**Run 1: congestion heat map**

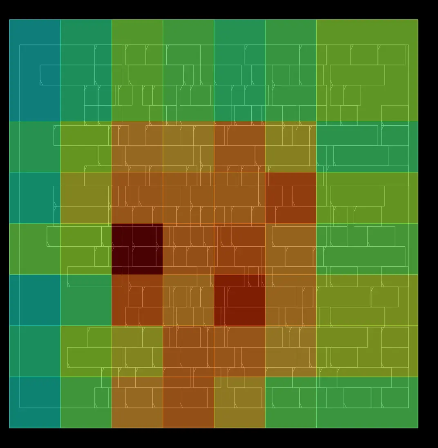
**Run 1: sequential cells grouped by signal name**

Other sequential cells in the stronger gray, the rest of the logic in the fainter gray.
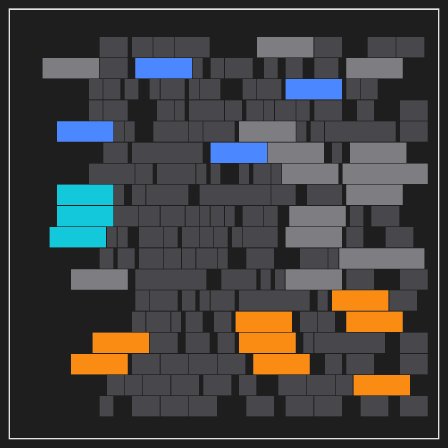
**Run 1: I/O nets highlighted**

Scale bar: 20 um.
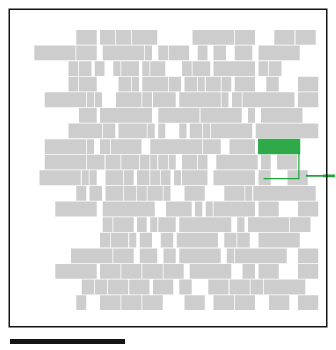
**Run 1: metal 2**

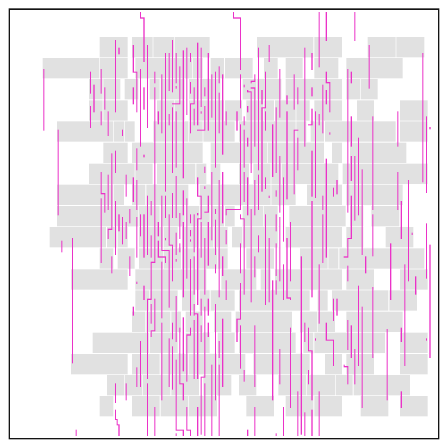
`src/rtl/scram_ctrl_128b130b.sv`:
```
// rtl/scram_ctrl_128b130b.sv - per-lane 128b/130b block framer and scrambler enable sequencer
module scram_ctrl_128b130b #(
    parameter int          BLK_SYMS   = 16,
    parameter logic [7:0]  SKP_ID     = 8'hAA,
    parameter logic [7:0]  EIEOS_ID   = 8'h00,
    parameter logic [7:0]  TS1_ID     = 8'h1E,
    parameter logic [7:0]  TS2_ID     = 8'h2D,
    parameter int          RST_CYCLES = 2
) (
    input  logic       clk_1G,
    input  logic       rst_1G,
    input  logic       ctrl_en,
    input  logic [1:0] lane_cfg,
    input  logic       sym_valid,
    input  logic [7:0] sym_in,
    input  logic       blk_start,
    input  logic [1:0] sync_hdr,
    input  logic       force_reseed,
    output logic [7:0] sym_out,
    output logic       sym_valid_out,
    output logic [1:0] en_scram,
    output logic       rst_mod,
    output logic [1:0] lanenum,
    output logic [3:0] sym_idx,
    output logic       hdr_err
);

    // Reseed pulse counter holds the remaining low cycles after the current one
    localparam int RW = (RST_CYCLES > 1) ? $clog2(RST_CYCLES) : 1;
    localparam logic [3:0] LAST_SYM = 4'(BLK_SYMS - 1);

    typedef enum logic [2:0] {
        IDLE,
        DATA,
        OS_SCR,
        OS_RAW,
        SKP
    } state_t;

    state_t        state;
    state_t        state_n;
    state_t        cls;
    logic [3:0]    cnt;
    logic [3:0]    cnt_n;
    logic          eieos;
    logic          eieos_n;
    logic          eieos_end;
    logic          eie_fire;
    logic          bad_hdr;
    logic [1:0]    en_n;
    logic [3:0]    idx_n;
    logic          err_n;
    logic          trig;
    logic          rst_mod_n;
    logic [RW-1:0] rst_left;
    logic [RW-1:0] rst_left_n;

    // Classify a block from its sync header and ordered-set identifier
    always_comb begin
        cls     = OS_RAW;
        bad_hdr = 1'b0;
        case (sync_hdr)
            2'b10: cls = DATA;
            2'b01: begin
                if (sym_in == SKP_ID)
                    cls = SKP;
                else if (sym_in == TS1_ID || sym_in == TS2_ID)
                    cls = OS_SCR;
                else
                    cls = OS_RAW;
            end
            default: bad_hdr = 1'b1;
        endcase
    end

    // Next framing state, per-symbol enables and reseed pulse decode
    always_comb begin
        state_n   = state;
        cnt_n     = cnt;
        eieos_n   = eieos;
        en_n      = 2'b00;
        idx_n     = sym_idx;
        err_n     = 1'b0;
        eieos_end = 1'b0;
        if (sym_valid) begin
            idx_n = 4'd0;
            if (!ctrl_en) begin
                state_n = IDLE;
                cnt_n   = 4'd0;
                eieos_n = 1'b0;
            end else if (blk_start) begin
                state_n = cls;
                cnt_n   = (LAST_SYM == 4'd0) ? 4'd0 : 4'd1;
                eieos_n = (sync_hdr == 2'b01) && (sym_in == EIEOS_ID);
                err_n   = bad_hdr || (cnt != 4'd0);
                case (cls)
                    DATA:    en_n = 2'b11;
                    SKP:     en_n = 2'b00;
                    default: en_n = 2'b10;
                endcase
            end else if (state == IDLE) begin
                cnt_n = 4'd0;
            end else if (cnt == 4'd0) begin
                // expected a block boundary but the header never came
                err_n   = 1'b1;
                state_n = IDLE;
                eieos_n = 1'b0;
            end else begin
                idx_n     = cnt;
                cnt_n     = (cnt == LAST_SYM) ? 4'd0 : cnt + 4'd1;
                eieos_end = (state == OS_RAW) && eieos && (cnt == LAST_SYM);
                case (state)
                    DATA, OS_SCR: en_n = 2'b11;
                    OS_RAW:       en_n = 2'b10;
                    default:      en_n = 2'b00;
                endcase
            end
        end
        trig       = eie_fire || force_reseed;
        rst_mod_n  = !(trig || (rst_left != '0));
        if (trig)
            rst_left_n = RW'(RST_CYCLES - 1);
        else if (rst_left != '0)
            rst_left_n = rst_left - 1'b1;
        else
            rst_left_n = '0;
    end

    // Framing FSM and registered outputs, all aligned with the forwarded byte
    always_ff @(posedge clk_1G) begin
        if (rst_1G) begin
            state         <= IDLE;
            cnt           <= 4'd0;
            eieos         <= 1'b0;
            eie_fire      <= 1'b0;
            rst_left      <= '0;
            sym_out       <= 8'd0;
            sym_valid_out <= 1'b0;
            en_scram      <= 2'b00;
            rst_mod       <= 1'b0;
            lanenum       <= lane_cfg;
            sym_idx       <= 4'd0;
            hdr_err       <= 1'b0;
        end else begin
            state         <= state_n;
            cnt           <= cnt_n;
            eieos         <= eieos_n;
            // a coincident force_reseed already covers the EIEOS reseed
            eie_fire      <= eieos_end && !force_reseed;
            rst_left      <= rst_left_n;
            sym_out       <= sym_in;
            sym_valid_out <= sym_valid;
            en_scram      <= {en_n[1] && rst_mod_n, en_n[0]};
            rst_mod       <= rst_mod_n;
            sym_idx       <= idx_n;
            hdr_err       <= err_n;
            if (!rst_mod)
                lanenum <= lane_cfg;
        end
    end

endmodule

```
`config.mk`:
```
export PLATFORM = sky130hd
export DESIGN_NAME = scram_ctrl_128b130b
export DESIGN_NICKNAME = d
export VERILOG_FILES = /design/src/rtl/scram_ctrl_128b130b.sv
export SDC_FILE = /design/constraint.sdc
export NUM_CORES = 1
export LEC_CHECK = 0
export CAP_MARGIN = 10
export CORE_UTILIZATION = 46
export CTS_BUF_LIST = sky130_fd_sc_hd__clkbuf_16
export DETAILED_ROUTE_END_ITERATION = 6
export GPL_TIMING_DRIVEN = 0
export PLACE_DENSITY = 0.82
export REMOVE_ABC_BUFFERS = 1
export SLEW_MARGIN = 20
export SYNTH_ARGS = -nofsm -noshare
export SYNTH_HDL_FRONTEND = slang
export SYNTH_SLANG_ARGS = --single-unit
```
`constraint.sdc`:
```
create_clock -name clk_1G -period 1.8 [get_ports clk_1G]
set_input_delay 0.36 -clock clk_1G [delete_from_list [all_inputs] [get_ports clk_1G]]
set_output_delay 0.36 -clock clk_1G [all_outputs]
set_load 0.02 [all_outputs]
```
==> ci_impl_report.md, run 1 <==
## Implementation flow summary

| Metric | Value |
|---|---|
| Status | finished, final reports clean |
| Synth top cell by count | dfxtp_1 |
| Cell Area, Synth | between 1000 and 1500 um2 |
| Row Count | 18 |
| ANT nets after route | 0 |
| Distinct lib cells | 39 |
| Switching Fraction | between 20% and 30% |
| Share of synthesized registers carrying an async set or reset | 0% |
| Pwr Density | approximately 890 nW/um2 |
| Design internal power | between 0.001 and 0.0015 W |
| Post-cts resize count | 2 |
| WP data arrival | roughly 1.9 ns |
| Hold_sp | rst_left |
| Placeable Area | between 2000 and 3000 um2 |
| Top cell category | logic gates |
| Die width | 55.1 um |
| Flop share of the area | 32.8% |
| Worst hold path endpoint | rst_mod |
| Synth mux share | between 1 and 1.5% |
| Comb area | 679 um2 |
| Number of remaining DRC errors | 0 |
| Largest area contributor in the netlist | dfxtp_1 |
| Worst Skew | roughly 0.0036 ns |
| Init Core Util | 50.5% |
| Well tap count | 30 |
| Max reg flops | 8 |
| Rel. slew slack | between 60% and 70% |
| Gr ovfl total | 0 |
| Final setup viols | 0 |
| CTS buffer count | 5 |
| Critical path class | reg2reg |
| Power Total | 0.00163 W |
| RePlAce Congestion | roughly 0.8 |
| Largest regs | sym_out x8, cnt x4, sym_idx x4 |
| Chip area | a little over 3000 um2 |
| # diodes | 0 |
| P_comb | 0.000191 W |
| Most frequent cells in the layout | clkdlybuf4s50_1 (34), dfxtp_1 (27), nor2_1 (12) |
| Area reported by Yosys stat | roughly 1300 um2 |
| Met3 wire len | ~210 um |
| AO/OA Area Share | 12.1% |
| Via density | between 5 and 6 |
| Die span in y | 55.1 um |
| Multi-input gates | roughly 100 |
| Min-Delay Path Class | reg2reg |
| Fin cells | 207 |
| Worst Slack Setup Final | between 0.04 and 0.05 ns |
| Top power group | the clock network |
| Area grow syn2layout | 41.3% |
| ClkCell Share | around 7.5% |
| Crit path capture type | flip-flop |
| DRT Pass-1 Iters | 4 |
| Top cells by count, synth | dfxtp_1 (27), nor2_1 (12), nor2b_1 (11) |
| Flop pwr share | 41.9% |
| Worst Hold Depth | 1 |
| Non-CTS buffers | 36 |
| Max-cap violations | 0 |
| Post-DP Area | between 1500 and 2000 um2 |
| R2R cell count | 6 |
| CP Max Fanout | 5 |
| Non-clk buf share | 19.3% |
| Flop area | between 600 and 700 um2 |
| FF-to-FF setup slack | 0.04 ns |
| Basic Gates by Area | 30.8% |
| Clock sink count | 29 |
| Ys cells | between 100 and 150 |
-- 'congestion heat map' (at the start) --
grt met1 use: 26.7%
routed len/inst: 14.7 um
M2 GR Usage: 38.6%
Final Core Density: 71.3%

-- 'sequential cells grouped by signal name' (at the start) --
legend:
  sym_out:
    color: orange
    placed_flops: 8
  state:
    color: cyan
    placed_flops: 3
  cnt:
    color: blue
    placed_flops: 4
not colored: 14

-- 'I/O nets highlighted' (at the start) --
legend:
  rst_mod:
    color: green
    bits: 1
    direction: output
    end_cells: 1
    buffers: 1
    wire: 14.1 um
Top Ports: 37
Port Buffer Count: 36

-- 'metal 2' (at the start) --
share of all routed wire: 50%
main direction: vertical
wire length on this layer: 1530 um
nets with wire on the layer: 177
longest straight run: 22.8 um

**Run 1: M1 wires**

Supply wires on this layer in gray.
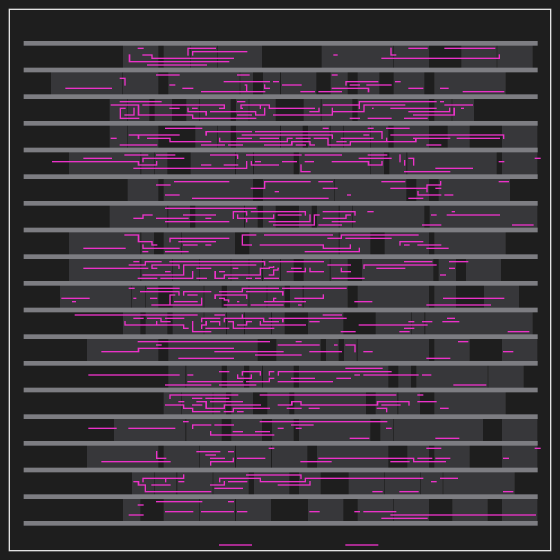

## Run 2: what changed since run 1
--- a/config.mk
+++ b/config.mk
@@ -6,6 +6,7 @@
 export NUM_CORES = 1
 export LEC_CHECK = 0
 export CAP_MARGIN = 10
+export CORE_MARGIN = 10
 export CORE_UTILIZATION = 46
 export CTS_BUF_LIST = sky130_fd_sc_hd__clkbuf_16
 export DETAILED_ROUTE_END_ITERATION = 6
**Run 2: M1 wires**

Supply wires on this layer in gray.
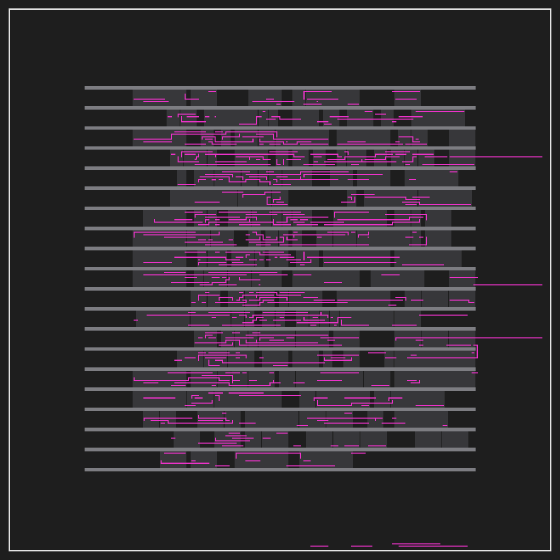
share of all routed wire: 42%
wire length on this layer: 1320 um

**Run 2: metal 2**

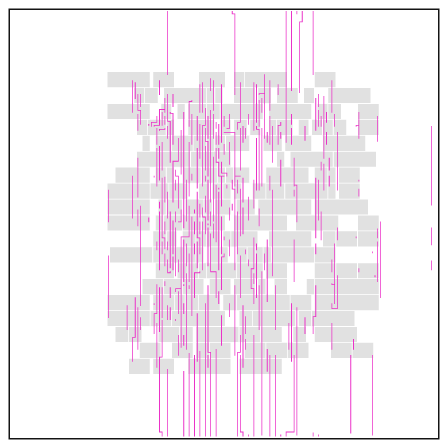
main direction: vertical
nets with wire on the layer: 169
share of all routed wire: 50%
wire length on this layer: 1600 um
longest straight run: 27.9 um
via count: 1178
M2 GR Usage: 18.9%

==> run 2 against run 1 <==
  * Clock skew about the same
  * Synthesized cell count unchanged
  * Area after synthesis unchanged
  * Combinational power about the same
  * Register-to-register slack improved by 0.04 ns
  * Fmax increased by 2.2%
  * Non-clock buffer count unchanged
  * First-iteration DRC count increased by 91%
  * Sequential power about the same
  * Utilization decreased by 4.1 points
  * Global-route usage decreased by 11 points
  * Largest power group unchanged
==> ci_impl_report.md, run 2 <==
## Implementation flow summary

| Metric | Value |
|---|---|
| Post-synth EDFFs | 2 |
| Maximum vdd drop | between 0.001 and 0.0015 V |
| Die span in y | 73.1 um (+33%) |
| Rel. slew slack | 60.3% (-0.82 points) |
| Crit path launch | cnt[0] |
| Slew Viols, Final | 0 |
| Met3 wire len | 205 um (-0.49%) |
| Synthesis Warnings | 0 |
| DRT Pass-1 Iters | 4 (unchanged) |
| Clock sink count | 29 (unchanged) |
| Max Used Layer | met4 |
| R2R Path Start | cnt[0] |
| CTS tree | yes |
| Switching Fraction | 22.5% (+0.080 points) |
| Placed Cells incl. Taps | roughly 200 |
| Clock network fraction of total power | a little under half |
| Row Count | 19 (+1) |
| Port Buffer Count | 36 (unchanged) |
| Post-DP Area | 1670 um2 (about the same) |
| CP Data Required Time | between 1.5 and 2 ns |
| Buf+Inv Stages, Crit Path | 1 |
| Comb area | 681 um2 (+0.18%) |
| Pre-CTS setup slack | -0.450 ns |
| # diodes | 0 (unchanged) |
| P_seq | 0.000681 W |
| XOR Share, Synth | 1.35% |
| Crit path depth | 6 |
| Number of remaining DRC errors | 0 (unchanged) |
| Top power group | the clock network |
| Metal1 wirelength | 1320 um |
| ANT nets after route | 0 (unchanged) |
| Crit path capture type | flip-flop |
| Share of synthesized registers carrying an async set or reset | 0% (unchanged) |
| Chip area | 5340 um2 (+76%) |
| Met3 Use GR | 3.13% |
| Setup Fix Bufs, Post-CTS | 0 |
| Multi-input gates | 98 (unchanged) |
| Design internal power | 0.00126 W (about the same) |
| Ys cells | 138 (unchanged) |
| Final min period | around 1.7 ns |
| Cell Area, Synth | 1300 um2 (unchanged) |
| Non-clk buf share | 19.5% (+0.14 points) |
| Avg Inst Size Synth | roughly 9.4 um2 |
| Area grow syn2layout | 41.8% |
| Cell Chain, Critical Path | inv_1 > ha_1 > or3b_4 > nor2_2 > o21a_2 > mux2_4 |
| Non-CTS buffers | 36 (unchanged) |
| Hold Slack | 0.425 ns |
| FF-to-FF setup slack | 0.08 ns (+0.04 ns) |
| ClkCell Share | 7.49% (-0.026 points) |
| Post-Synthesis Cells | about 140 |
| FMAX | around 580 MHz |
| Synth Seq Share | 46.3% |
| Well tap count | 31 (+3.3%) |
| Worst Hold Depth | 1 (unchanged) |
| Root Buffer | clkbuf_16 |
| Critical path class | reg2reg |
| Comb area share | around 37% |
| Critical path's top delay family | simple AND/OR/NAND/NOR gates |
| Setup_tns | 0 ns |
| # hold bufs at CTS | 0 |
| Fin cells | 208 (+0.48%) |
| Max reg flops | 8 (unchanged) |
| WP data arrival | 1.87 ns (-0.04 ns) |
| Area reported by Yosys stat | 1300 um2 (unchanged) |
| Grt met1 use | 15.3% (-11 points) |
| Most frequent logic cell in the layout | clkdlybuf4s50_1 |
| Top Ports | 37 (unchanged) |
| Detailed-route wire length | 3170 um |
| Most frequent cells in the layout | clkdlybuf4s50_1 (34), dfxtp_1 (27), nor2_1 (12) |
| Switch Pwr | around 0.00037 W |
| Ys flop type | dfxtp_1 |
| Worst hold path endpoint | rst_mod |
| P_comb | 0.000193 W (about the same) |
| Adder-cell area share of the yosys netlist | between 4 and 5% |
| Slew @ Worst Pin | just under 0.6 ns |
| Synth mux share | 1.16% (unchanged) |
| Hold_sp | rst_left |
| Final hold vios | 0 |
| Gr ovfl total | 0 (unchanged) |
| Flop area | 601 um2 (unchanged) |
| Distinct lib cells | 39 (unchanged) |
| Status | finished, final reports clean |
| Max-cap violations | 0 (unchanged) |
| Final Core Density | 67.2% (-4.1 points) |
| Largest regs | sym_out x8, cnt x4, sym_idx x4 |
| Crit-path max cell delay | 0.40 ns |
| Placeable Area | 2730 um2 (+6.5%) |
| Worst Slack Setup Final | 0.0809 ns (+0.0382 ns) |
| Startpoint types | flip-flop |
| CTS buffer count | 5 (unchanged) |
| Largest logic family | simple AND/OR/NAND/NOR gates |
| Pin count of the biggest net entering global routing | 26 |
| Final setup viols | 0 (unchanged) |
| Top cell category | logic gates |
| Routed len/inst | 15.2 um (+3.7%) |
| Basic Gates by Area | 30.8% (unchanged) |
| Post-cts resize count | 1 (-1) |
| Pwr Density | 886 nW/um2 (-0.16%) |
| Post-synth regs | 29 |
| First-pass GRT wire length | 5220 um |
| Share of cells above drive strength 1 | a little over a tenth |
| R2R cell count | 6 (unchanged) |
| Die width | 73.1 um (+33%) |
| Via density | 5.66 (-3.0%) |
| Largest area contributor in the netlist | dfxtp_1 |
| Gr usage total | between 10 and 15% |
| Vias in the first global route | 1068 |
| RSZ-0062 raised after global routing | no |
| Min-Delay Path Class | reg2reg |
| CP Max Fanout | 5 (unchanged) |
| Initial antenna violation count | 0 |
| RePlAce Congestion | 0.892 (+8.3%) |
| Drt first-iter violations | about 67 |
| Flop pwr share | 41.8% (about the same) |
| Top cells by count, synth | dfxtp_1 (27), nor2_1 (12), nor2b_1 (11) |
| AO/OA Area Share | 12.1% (unchanged) |
| Worst Skew | 0.00390 ns (+0.000252 ns) |
| Power in the clock group | ~0.00076 W |
| Combinational Power Share | 11.8% |
| Post-DP HPWL | around 2400 um |
| Flop share of the area | 32.7% (-0.11 points) |
| Max clock buf depth | 2 |
| Init Core Util | 47.4% (-3.1 points) |
| Synth top cell by count | dfxtp_1 |
| Power Total | 0.00163 W (+0.18%) |
**Run 2: I/O nets highlighted**

Scale bar: 20 um.
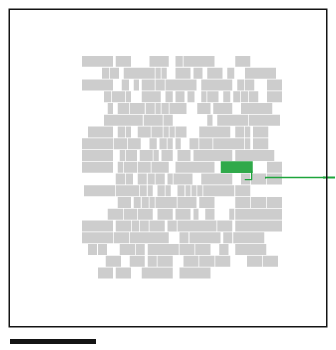
legend:
  rst_mod:
    color: green
    bits: 1
    direction: output
    end_cells: 1
    buffers: 1
    wire: 17.3 um

**Run 2: sequential cells grouped by signal name**

Other sequential cells in the stronger gray, the rest of the logic in the fainter gray.
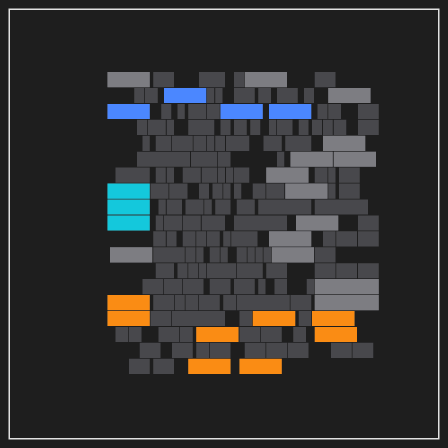

## Run 3: what changed since run 2
--- a/config.mk
+++ b/config.mk
@@ -7,11 +7,12 @@
 export LEC_CHECK = 0
 export CAP_MARGIN = 10
 export CORE_MARGIN = 10
-export CORE_UTILIZATION = 46
+export CORE_UTILIZATION = 29
 export CTS_BUF_LIST = sky130_fd_sc_hd__clkbuf_16
+export CTS_CLUSTER_SIZE = 40
 export DETAILED_ROUTE_END_ITERATION = 6
 export GPL_TIMING_DRIVEN = 0
-export PLACE_DENSITY = 0.82
+export PLACE_DENSITY = 0.57
 export REMOVE_ABC_BUFFERS = 1
 export SLEW_MARGIN = 20
 export SYNTH_ARGS = -nofsm -noshare
**Run 3: sequential cells grouped by signal name**

Other sequential cells in the stronger gray, the rest of the logic in the fainter gray.
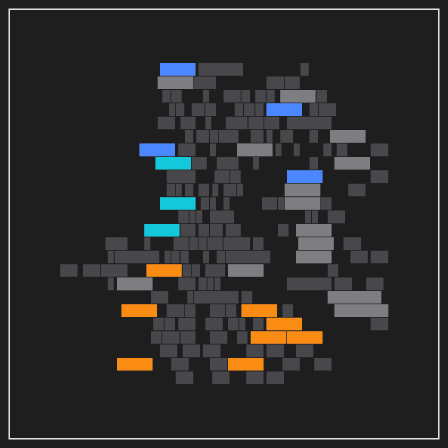
legend:
  state:
    color: cyan
    placed_flops: 3
  sym_out:
    color: orange
    placed_flops: 8
  cnt:
    color: blue
    placed_flops: 4
    where: top middle

**Run 3: congestion heat map**

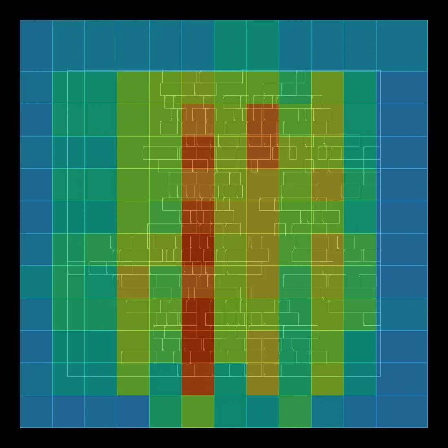
met3 Use GR: 3.09%
routed len/inst: 14.4 um
busiest grt layer: met2
grt met1 use: 9.64%
gr usage total: 8.99%

**Run 3: I/O nets highlighted**

Scale bar: 20 um.
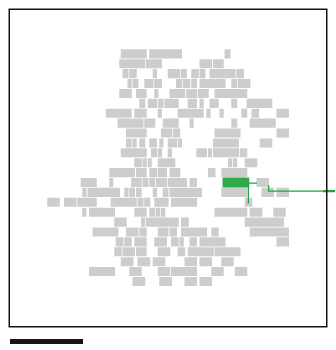
legend:
  rst_mod:
    color: green
    bits: 1
    direction: output
    end_cells: 1
    buffers: 1
    wire: 24.8 um

==> run 3 against run 2 <==
  * Register-to-register slack is essentially flat
  * Sequential share of layout area shrank 0.37 points
  * Worst setup slack gained 0.0036 ns
  * Highest routed layer unchanged
==> ci_impl_report.md, run 3 <==
## Implementation flow summary

| Metric | Value |
|---|---|
| Well tap count | 52 (+68%) |
| RSZ-0062 raised after global routing | no |
| Post-cts resize count | 2 (+1) |
| Number of remaining DRC errors | 0 (unchanged) |
| Port Buffer Count | 36 (unchanged) |
| Detailed-route wire length | 3300 um (+4.3%) |
| Max reg flops | 8 (unchanged) |
| Largest regs | sym_out x8, cnt x4, sym_idx x4 |
| Clock network fraction of total power | 46.3% (about the same) |
| Reg-to-Reg End | eieos |
| Non-clk buf share | 19.0% (-0.42 points) |
| DRT Pass-1 Iters | 4 (unchanged) |
| Critical path's top delay family | simple AND/OR/NAND/NOR gates |
| Avg Inst Size Synth | 9.39 um2 (unchanged) |
| Final hold vios | 0 (unchanged) |
| Largest area contributor in the netlist | dfxtp_1 |
| H-tree levels | 2 |
| ANT nets after route | 0 (unchanged) |
| Hold_sp | rst_left |
| Drt first-iter violations | 66 (-1.5%) |
| Top cells by count, synth | dfxtp_1 (27), nor2_1 (12), nor2b_1 (11) |
| Area reported by Yosys stat | 1300 um2 (unchanged) |
| ClkCell Share | 7.40% (-0.086 points) |
| Distinct lib cells | 39 (unchanged) |
| Most frequent cells in the layout | clkdlybuf4s50_1 (34), dfxtp_1 (27), nor2_1 (12) |
| Final Core Density | 42.7% (-25 points) |
| Max-cap violations | 0 (unchanged) |
| Final setup viols | 0 (unchanged) |
| Flop pwr share | 41.8% (about the same) |
| # hold bufs at CTS | 0 (unchanged) |
| Placed Cells incl. Taps | 221 (+11%) |
| Rel. slew slack | 58.3% (-2.0 points) |
| Top power group | the clock network |
| Fin cells | 229 (+10%) |
| WP data arrival | 1.87 ns (about the same) |
| Max Used Layer | met4 |
| Maximum vdd drop | 0.000328 V (-68%) |
| Most frequent logic cell in the layout | clkdlybuf4s50_1 |
| Largest logic family | simple AND/OR/NAND/NOR gates |
| Flop area | 601 um2 (unchanged) |
| R2R cell count | 6 (unchanged) |
| Ys flop type | dfxtp_1 |
| CTS buffer count | 5 (unchanged) |
| Crit path launch | cnt[0] |
| M2 GR Usage | 14.9% (-4.0 points) |
| Switching Fraction | 22.4% (-0.13 points) |
| RePlAce Congestion | 0.887 (-0.58%) |
| Post-synth regs | 29 (unchanged) |
| Die width | 86.9 um (+19%) |
| Worst Hold Depth | 1 (unchanged) |
| Area grow syn2layout | 43.4% |
| Metal1 wirelength | 1400 um (+6.2%) |
| Critical path class | reg2reg |
| Row Count | 24 (+5) |
| R2R Path Start | cnt[0] |
| Design area | ~1900 um2 |
| Gr ovfl total | 0 (unchanged) |
| Crit path depth | 6 (unchanged) |
| Crit-path max cell delay | 0.40 ns (about the same) |
| Share of synthesized registers carrying an async set or reset | 0% (unchanged) |
| Synth Seq Share | 46.3% (unchanged) |
| Synthesis Warnings | 0 (unchanged) |
| Multi-input gates | 98 (unchanged) |
| Via count | 1159 (-1.6%) |
| Flop share of the area | 32.3% (-0.37 points) |
| Init Core Util | 29.8% (-18 points) |
| Worst hold path endpoint | rst_mod |
| Synth top cell by count | dfxtp_1 |
| Cell Area, Synth | 1300 um2 (unchanged) |
| Design internal power | 0.00126 W (about the same) |
| Min-Delay Path Class | reg2reg |
| CP Data Required Time | 1.95 ns (about the same) |
| FF-to-FF setup slack | 0.08 ns (about the same) |
| P_comb | 0.000193 W (about the same) |
| Setup Fix Bufs, Post-CTS | 0 (unchanged) |
| Chip area | 7540 um2 (+41%) |
| FMAX | 583 MHz (+0.21%) |
| Root Buffer | clkbuf_16 |
| Pin count of the biggest net entering global routing | 26 (unchanged) |
| XOR Share, Synth | 1.35% (unchanged) |
| CP Max Fanout | 5 (unchanged) |
| Comb area share | 36.5% (-0.49 points) |
| Cell Chain, Critical Path | inv_1 > ha_1 > or3b_4 > nor2_2 > o21a_2 > mux2_4 |
| Hold Slack | 0.425 ns (-0.000597 ns) |
| Initial antenna violation count | 0 (unchanged) |
| Ys cells | 138 (unchanged) |
| P_seq | 0.000680 W (about the same) |
| Crit path capture type | flip-flop |
| Met3 wire len | 162 um (-21%) |
| Slew @ Worst Pin | 0.625 ns (+0.0308 ns) |
| Switch Pwr | 0.000364 W (-0.74%) |
| Startpoint types | flip-flop |
| Clock sink count | 29 (unchanged) |
| Buf+Inv Stages, Crit Path | 1 (unchanged) |
| Dominant cell area share | about two fifths |
| Pre-CTS setup slack | -0.500 ns (-0.0499 ns) |
| Setup_tns | 0 ns (unchanged) |
| CTS tree | yes |
| Vias in the first global route | 1111 (+4.0%) |
| Post-Synthesis Cells | 138 (unchanged) |
| Share of cells above drive strength 1 | 10.7% (unchanged) |
| Power Total | 0.00163 W (-0.17%) |
| Non-CTS buffers | 36 (unchanged) |
| Slew Viols, Final | 0 (unchanged) |
| Pwr Density | 875 nW/um2 (-1.3%) |
| Post-DP HPWL | 2520 um (+6.3%) |
| Max clock buf depth | 2 (unchanged) |
| Post-DP Area | 1700 um2 (+1.6%) |
| Post-synth EDFFs | 2 (unchanged) |
| First-pass GRT wire length | 5330 um (+2.0%) |
| Combinational Power Share | 11.9% (about the same) |
| Die span in y | 86.9 um (+19%) |
| AO/OA Area Share | 12.1% (unchanged) |
| Adder-cell area share of the yosys netlist | 4.83% (unchanged) |
| Status | finished, final reports clean |
| Basic Gates by Area | 30.8% (unchanged) |
| # diodes | 0 (unchanged) |
| Synth mux share | 1.16% (unchanged) |
| Final net count | a little under 200 |
| Worst Slack Setup Final | 0.0845 ns (+0.00361 ns) |
| Final min period | 1.72 ns (-0.00361 ns) |
| Top cell category | logic gates |
| Top Ports | 37 (unchanged) |
No activity file was given, so power comes from the tool's default toggle rates.
